## config.mk

```make
export PLATFORM = sky130hd
export DESIGN_NAME = uart_word_bridge
export DESIGN_NICKNAME = d
export VERILOG_FILES = /design/src/rtl/uart_word_pkg.sv /design/src/rtl/uart_word_tx.sv /design/src/rtl/uart_word_bridge.sv
export SDC_FILE = /design/constraint.sdc
export NUM_CORES = 1
export LEC_CHECK = 0
export CORE_UTILIZATION = 50
export CTS_BUF_LIST = sky130_fd_sc_hd__clkbuf_2
export CTS_CLUSTER_SIZE = 24
export DETAILED_ROUTE_END_ITERATION = 8
export PLACE_DENSITY = 0.81
export SLEW_MARGIN = 0
export SYNTH_ARGS = -nofsm -noshare
export SYNTH_HDL_FRONTEND = slang
export SYNTH_HIERARCHICAL = 1
export SYNTH_SLANG_ARGS = --single-unit
```

## constraint.sdc

```tcl
create_clock -name clk -period 4.6 [get_ports clk]
set_input_delay 0.92 -clock clk [delete_from_list [all_inputs] [get_ports clk]]
set_output_delay 0.92 -clock clk [all_outputs]
set_load 0.03 [all_outputs]
```

## src/rtl/uart_word_pkg.sv

```systemverilog
// Shared types and constants for the UART word bridge.
package uart_word_pkg;

  typedef enum logic [2:0] {
    TX_IDLE,
    TX_LOAD,
    TX_STROBE,
    TX_WAIT_BUSY,
    TX_WAIT_DONE
  } tx_state_e;

  localparam int TIMEOUT_CYCLES_DEF = 120000;

  // Byte-index width, clog2(bytes); never narrower than one bit.
  function automatic int idx_width(input int bytes);
    return (bytes <= 1) ? 1 : $clog2(bytes);
  endfunction

endpackage

```

## src/rtl/uart_word_tx.sv

```systemverilog
// TX side of the UART word bridge: FSM that serialises one word
// into byte strobes, pacing each byte on the core's busy flag.
module uart_word_tx
  import uart_word_pkg::*;
#(
  parameter int N         = 16,
  parameter bit MSB_FIRST = 1'b1
) (
  input  logic         clk,
  input  logic         rst_n,
  input  logic [N-1:0] word_in,
  input  logic         word_in_valid,
  output logic         word_in_ready,
  input  logic         is_transmitting,
  output logic [7:0]   tx_byte,
  output logic         tx_valid
);

  localparam int BYTES = N / 8;
  localparam int IW    = idx_width(BYTES);

  tx_state_e      state_q, state_d;
  logic [N-1:0]   word_q, word_d;
  logic [IW-1:0]  idx_q, idx_d;
  logic [7:0]     tx_byte_q, tx_byte_d;
  logic [7:0]     head;
  logic [N-1:0]   rest;

  // The word is consumed from one end so the next byte is always at head.
  assign head = MSB_FIRST ? word_q[N-1 -: 8] : word_q[7:0];
  assign rest = MSB_FIRST ? (word_q << 8) : (word_q >> 8);

  always_comb begin
    state_d   = state_q;
    word_d    = word_q;
    idx_d     = idx_q;
    tx_byte_d = tx_byte_q;
    unique case (state_q)
      TX_IDLE: begin
        if (word_in_valid) begin
          word_d  = word_in;
          idx_d   = '0;
          state_d = TX_LOAD;
        end
      end
      TX_LOAD: begin
        if (!is_transmitting) begin
          tx_byte_d = head;
          word_d    = rest;
          state_d   = TX_STROBE;
        end
      end
      TX_STROBE: state_d = TX_WAIT_BUSY;
      TX_WAIT_BUSY: begin
        if (is_transmitting) state_d = TX_WAIT_DONE;
      end
      TX_WAIT_DONE: begin
        if (!is_transmitting) begin
          if (idx_q == IW'(BYTES - 1)) begin
            state_d = TX_IDLE;
          end else begin
            idx_d     = idx_q + 1'b1;
            tx_byte_d = head;
            word_d    = rest;
            state_d   = TX_STROBE;
          end
        end
      end
      default: state_d = TX_IDLE;
    endcase
  end

  always_ff @(posedge clk or negedge rst_n) begin
    if (!rst_n) begin
      state_q   <= TX_IDLE;
      word_q    <= '0;
      idx_q     <= '0;
      tx_byte_q <= '0;
    end else begin
      state_q   <= state_d;
      word_q    <= word_d;
      idx_q     <= idx_d;
      tx_byte_q <= tx_byte_d;
    end
  end

  assign word_in_ready = (state_q == TX_IDLE);
  assign tx_valid      = (state_q == TX_STROBE);
  assign tx_byte       = tx_byte_q;

endmodule

```

## src/rtl/uart_word_bridge.sv

```systemverilog
// Byte<->word bridge for a UART core. Define UART_WORD_BRIDGE_TIMEOUT_EN
// to discard partial RX words after TIMEOUT_CYCLES idle cycles.
module uart_word_bridge
  import uart_word_pkg::*;
#(
  parameter int N              = 16,
  parameter bit MSB_FIRST      = 1'b1,
  parameter int TIMEOUT_CYCLES = TIMEOUT_CYCLES_DEF
) (
  input  logic         clk,
  input  logic         rst_n,
  input  logic         rx_valid,
  input  logic [7:0]   rx_byte,
  output logic [N-1:0] word_out,
  output logic         word_out_valid,
  input  logic         word_out_ready,
  input  logic [N-1:0] word_in,
  input  logic         word_in_valid,
  output logic         word_in_ready,
  input  logic         is_transmitting,
  output logic [7:0]   tx_byte,
  output logic         tx_valid,
  output logic         rx_overrun,
  output logic         rx_timeout
);

  localparam int BYTES = N / 8;
  localparam int CW    = idx_width(BYTES);

  if (N % 8 != 0 || N < 8 || TIMEOUT_CYCLES < 1) begin : g_bad_param
    $error("uart_word_bridge: illegal N or TIMEOUT_CYCLES");
  end

  logic [N-1:0]  asm_q, asm_d;
  logic [N-1:0]  word_out_q, word_out_d;
  logic          wov_q, wov_d;
  logic          ovr_q, ovr_d;
  logic [CW-1:0] cnt_q, cnt_d;
  logic [CW-1:0] cnt_base;
  logic [N-1:0]  byte_ext;
  logic [N-1:0]  asm_nxt;
  logic          complete;
  logic          accept;

  assign byte_ext = N'(rx_byte);
  assign asm_nxt  = MSB_FIRST ? ((asm_q << 8) | byte_ext)
                              : ((asm_q >> 8) | (byte_ext << (N - 8)));

`ifdef UART_WORD_BRIDGE_TIMEOUT_EN
  localparam int TW = $clog2(TIMEOUT_CYCLES + 1);

  logic [TW-1:0] idle_q, idle_d;
  logic          to_q;
  logic          to_hit;

  assign to_hit = (cnt_q != '0) && (idle_q == TW'(TIMEOUT_CYCLES - 1));

  always_comb begin
    idle_d = '0;
    if (!rx_valid && !to_hit && cnt_q != '0) idle_d = idle_q + 1'b1;
  end

  always_ff @(posedge clk or negedge rst_n) begin
    if (!rst_n) begin
      idle_q <= '0;
      to_q   <= 1'b0;
    end else begin
      idle_q <= idle_d;
      to_q   <= to_hit;
    end
  end

  // A byte landing on the timeout cycle counts as byte 0 of a new word.
  assign cnt_base   = to_hit ? '0 : cnt_q;
  assign rx_timeout = to_q;
`else
  assign cnt_base   = cnt_q;
  assign rx_timeout = 1'b0;
`endif

  assign complete = rx_valid && (cnt_base == CW'(BYTES - 1));
  assign accept   = wov_q && word_out_ready;

  always_comb begin
    asm_d      = asm_q;
    cnt_d      = cnt_base;
    word_out_d = word_out_q;
    wov_d      = wov_q && !accept;
    ovr_d      = 1'b0;
    if (rx_valid) begin
      asm_d = asm_nxt;
      cnt_d = complete ? '0 : cnt_base + 1'b1;
    end
    if (complete) begin
      if (!wov_q || accept) begin
        word_out_d = asm_nxt;
        wov_d      = 1'b1;
      end else begin
        ovr_d = 1'b1;
      end
    end
  end

  always_ff @(posedge clk or negedge rst_n) begin
    if (!rst_n) begin
      asm_q      <= '0;
      word_out_q <= '0;
      wov_q      <= 1'b0;
      ovr_q      <= 1'b0;
      cnt_q      <= '0;
    end else begin
      asm_q      <= asm_d;
      word_out_q <= word_out_d;
      wov_q      <= wov_d;
      ovr_q      <= ovr_d;
      cnt_q      <= cnt_d;
    end
  end

  assign word_out       = word_out_q;
  assign word_out_valid = wov_q;
  assign rx_overrun     = ovr_q;

  uart_word_tx #(
    .N         (N),
    .MSB_FIRST (MSB_FIRST)
  ) u_tx (
    .clk             (clk),
    .rst_n           (rst_n),
    .word_in         (word_in),
    .word_in_valid   (word_in_valid),
    .word_in_ready   (word_in_ready),
    .is_transmitting (is_transmitting),
    .tx_byte         (tx_byte),
    .tx_valid        (tx_valid)
  );

endmodule

```

Placed standard cells:
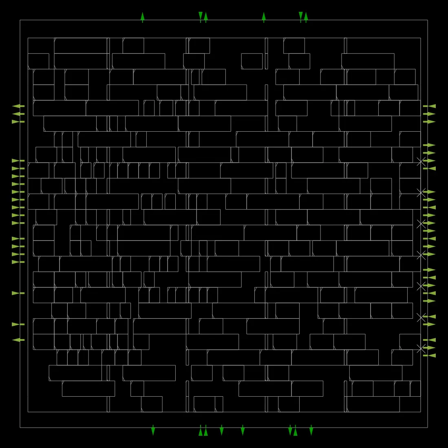
number of flip-flops and latches: 55
number of well-tap cells placed: 52
post-layout utilization of the core: 0.662
share of the final layout cell area in sequential cells: 0.465

Register map, names as in the netlist:
Scale: 6 px per micron. Other sequential cells in the stronger grey, the rest of the logic in the fainter grey.
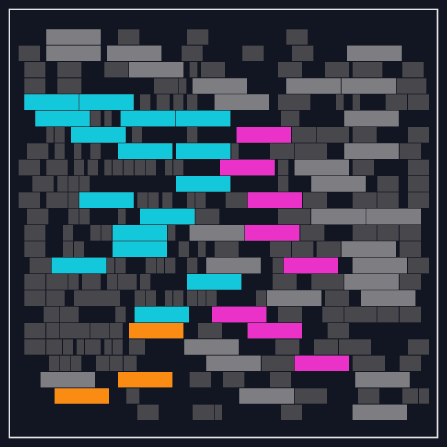
Key: orange = u_tx/state_q [flops 3]; cyan = u_tx/word_q [flops 16]; magenta = asm_q [flops 8]

Wiring heat map:
Scale: 6 px per micron. The die is cut into 14 by 14 equal tiles; dark purple is low, yellow is high, scaled to the fullest tile. Values are wire area over tile area, all layers added.
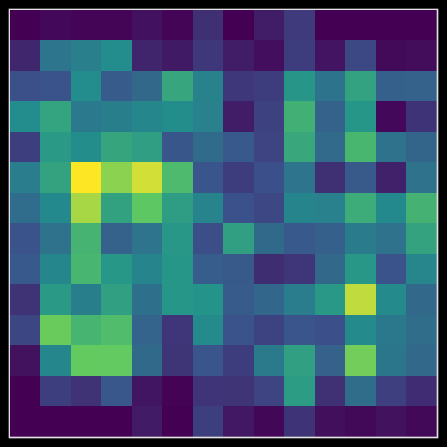
8.7% of the tiles are nearly empty. The mean over all tiles is 0.13. The fullest tile reaches 0.39. 22% of the tiles are over half the peak. The densest ninth of the die: left middle.

Sizing map:
Scale: 4 px per micron.
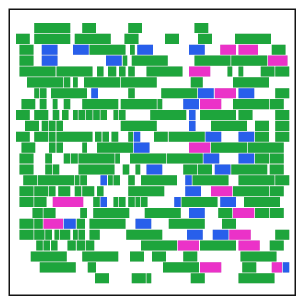
Key: green = x1 and smaller [cells 194, most used clkdlybuf4s50_1]; magenta = x3 and x4 [cells 16, most used mux2_4]; blue = x2 [cells 32, most used mux2_2]

Power grid:
Scale: 6 px per micron. Pins as bars on the die edge.
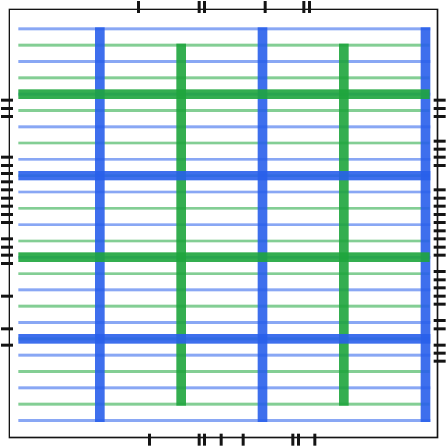
Key: green = VDD; blue = VSS
The core has 24 rows. 25 met1 rails follow the rows. 5 straps on met4. 59 signal pins sit on the boundary. 4 straps on met5.

==> flow_summary.yaml <==
# flow metrics
clock_tree:
  cts.sink_count: 55
  clk_path_buf_depth: 2
  cts-buffers-inserted: 5
  post_cts_buffers: 0
  cts.htree.levels: 2
  cts.reportedPaths.clkPinSlew_ps: 260
  cts.root.buffer_cell: "sky130_fd_sc_hd__clkbuf_2"
route:
  drt-pass1-iter-count: 7
  detail_route.drc_violations: 7
  drt-total-wl_microns: 4100
  vias_per_cell: 5.27
  detail_route.iter0.violations: 61
  route.vias.total: 1549
synthesis:
  postSynthSeqShare: 0.576
  async_flop_share: 1.00
  post_synthesis_sequential_element_count: 55
  synth-warning-count: 6
  post_synthesis_cells: 189
  number_of_distinct_library_cells_after_synthesis: 33
  synthesis.nets: 219
placed_design:
  globalplace.congestion: 0.796
  post-place-cells: 286
  placement.io_buffers: 57
worst_setup_path:
  r2r_setup_slack_ps: 2400
  critical_path.endpoint_type: "output pin"
  crit_path_start_kind: "flip-flop"
  cp_data_required_time_ps: 3680
  crit_start: "u_tx/state_q[1]$_DFFE_PN0P_"
  crit_path_cell_trace: "nor2b_1 -> nor2b_1 -> clkdlybuf4s50_1"
  path_common_cell: "sky130_fd_sc_hd__nor2b_1"
  slowest_stage: "sky130_fd_sc_hd__dfrtp_1"
  cp_slowest_stage_delay_ps: 810
  cpLargestDelayFamily: "flip-flops"
  worst_r2r_dst: "u_tx/word_q[7]$_DFFE_PN0P_"
job:
  timing.max_cap.violations: 0
  tool_warnings: 26
power_and_ir_drop:
  combinationalPowerShare: 0.511
  psw_uw: 853
  design_power_total_uw: 2070
  netSwitchingFraction: 0.413
layout:
  drive_above_1_share: 0.198
  antenna-diode-count: 0
  nFillCells: 345
outcome:
  outcome: "complete, but fails checks"
  violations_in_the_final_reports: "DRC"
global_routing:
  grt.overflow.total: 0
  globalRouteTotalUtil: 0.176
  first_global_vias: 1414
  global_route_wire_length_before_repair_microns: 6920
  antenna_found_initial: 0
worst_hold_path:
  timing.hold.worst.class: "reg -> reg"
die:
  floorplan.io_pins: 59
  total_die_area_sq_um: 5060
  core_area_sq_um: 4470
  floorplan.die.width_microns: 71.1
  fp-row-count: 24
  floorplanUtilization: 0.534
final_timing:
  period_used_share: 0.696
  setup_violations: 0
  report.final.slew_viol_count: 0
  grt_setup_unrepaired: "false"
  worst_slack_ps: 1400
  clock.fmax_ghz: 0.312
==> area by class of cell <==
class | count | share of cell area
inverters | 9 | 0.0114
clock buffers | 5 | 0.00845
flip-flops and latches | 55 | 0.465
well taps | 52 | 0.0220
multi-input cells | 112 | 0.295
repair buffers | 58 | 0.193
clock inverters | 3 | 0.00507
==> kinds of logic (layout without fill, tap and decap cells) <==
kind of cell / after synthesis / in the layout / synth area share
flip-flops: 55 / 55 / 0.576
multiplexers: 32 / 32 / 0.166
buffers and inverters: 22 / 75 / 0.0586
AND/OR/NAND/NOR: 44 / 44 / 0.109
other: 1 / 1 / 0.00157
XOR/XNOR: 2 / 2 / 0.00733
AND-OR/OR-AND: 33 / 33 / 0.0806
==> synth_stat cells, types with 2 or more instances <==
library cell and instances:
sky130_fd_sc_hd__mux2_2 22, sky130_fd_sc_hd__nor2_1 10, sky130_fd_sc_hd__mux2_4 10, sky130_fd_sc_hd__inv_1 9
sky130_fd_sc_hd__a21oi_1 17, sky130_fd_sc_hd__buf_4 4, sky130_fd_sc_hd__nor3_1 10, sky130_fd_sc_hd__nor3b_1 3
sky130_fd_sc_hd__nand3_1 8, sky130_fd_sc_hd__dfrtp_1 55, sky130_fd_sc_hd__nor2b_1 5, sky130_fd_sc_hd__o21ai_0 5
sky130_fd_sc_hd__o21ai_1 6, sky130_fd_sc_hd__or3b_1 2, sky130_fd_sc_hd__buf_6 3, sky130_fd_sc_hd__buf_2 3
==> power by group through the flow <==
stage	Sequential, uW	Clock, uW	Combinational [uW]
finish	834	176	1060
global route	864	205	1130
CTS	836	184	1060
detailed placement	849	0	1060
global placement	841	0	1030
floorplan	1020	0	566
==> worst min-delay path by stage <==
stage | startpoint | endpoint | slack, ps
2_1_floorplan | asm_q[7]$_DFFE_PN0P_ | asm_q[7]$_DFFE_PN0P_ | 470
3_3_place_gp | asm_q[3]$_DFFE_PN0P_ | word_out[11]$_DFFE_PN0P_ | 480
3_5_place_dp | asm_q[3]$_DFFE_PN0P_ | word_out[11]$_DFFE_PN0P_ | 490
4_1_cts | asm_q[2]$_DFFE_PN0P_ | word_out[10]$_DFFE_PN0P_ | 540
5_1_grt | asm_q[4]$_DFFE_PN0P_ | word_out[12]$_DFFE_PN0P_ | 560
6_report | asm_q[3]$_DFFE_PN0P_ | word_out[11]$_DFFE_PN0P_ | 520
==> worst reg2reg max path, cell delays in order, from the launching register on <==
cell                      delay [ps]
sky130_fd_sc_hd__dfrtp_1         590
sky130_fd_sc_hd__or4b_4          610
sky130_fd_sc_hd__a31oi_4         660
sky130_fd_sc_hd__nand3_1         170
sky130_fd_sc_hd__o21ai_1         120
==> metal layers <==
metal	vias to the layer above	track usage	share of wire
li1	759	-	-
met1	727	0.261	0.48
met2	61	0.266	0.45
met3	2	0.0356	0.060
met4	0	0.0467	0.0034
met5	-	0	0
==> per-stage QoR <==
step            util  area [sq um]  hold WS, ps
3_3_place_gp   0.653          2920          480
3_5_place_dp   0.653          2920          489
2_1_floorplan      -          2390          475
5_1_grt        0.662          2960          560
4_1_cts        0.662          2960          541
6_report       0.662          2960          516
Power is estimated from default activity; no workload was simulated.
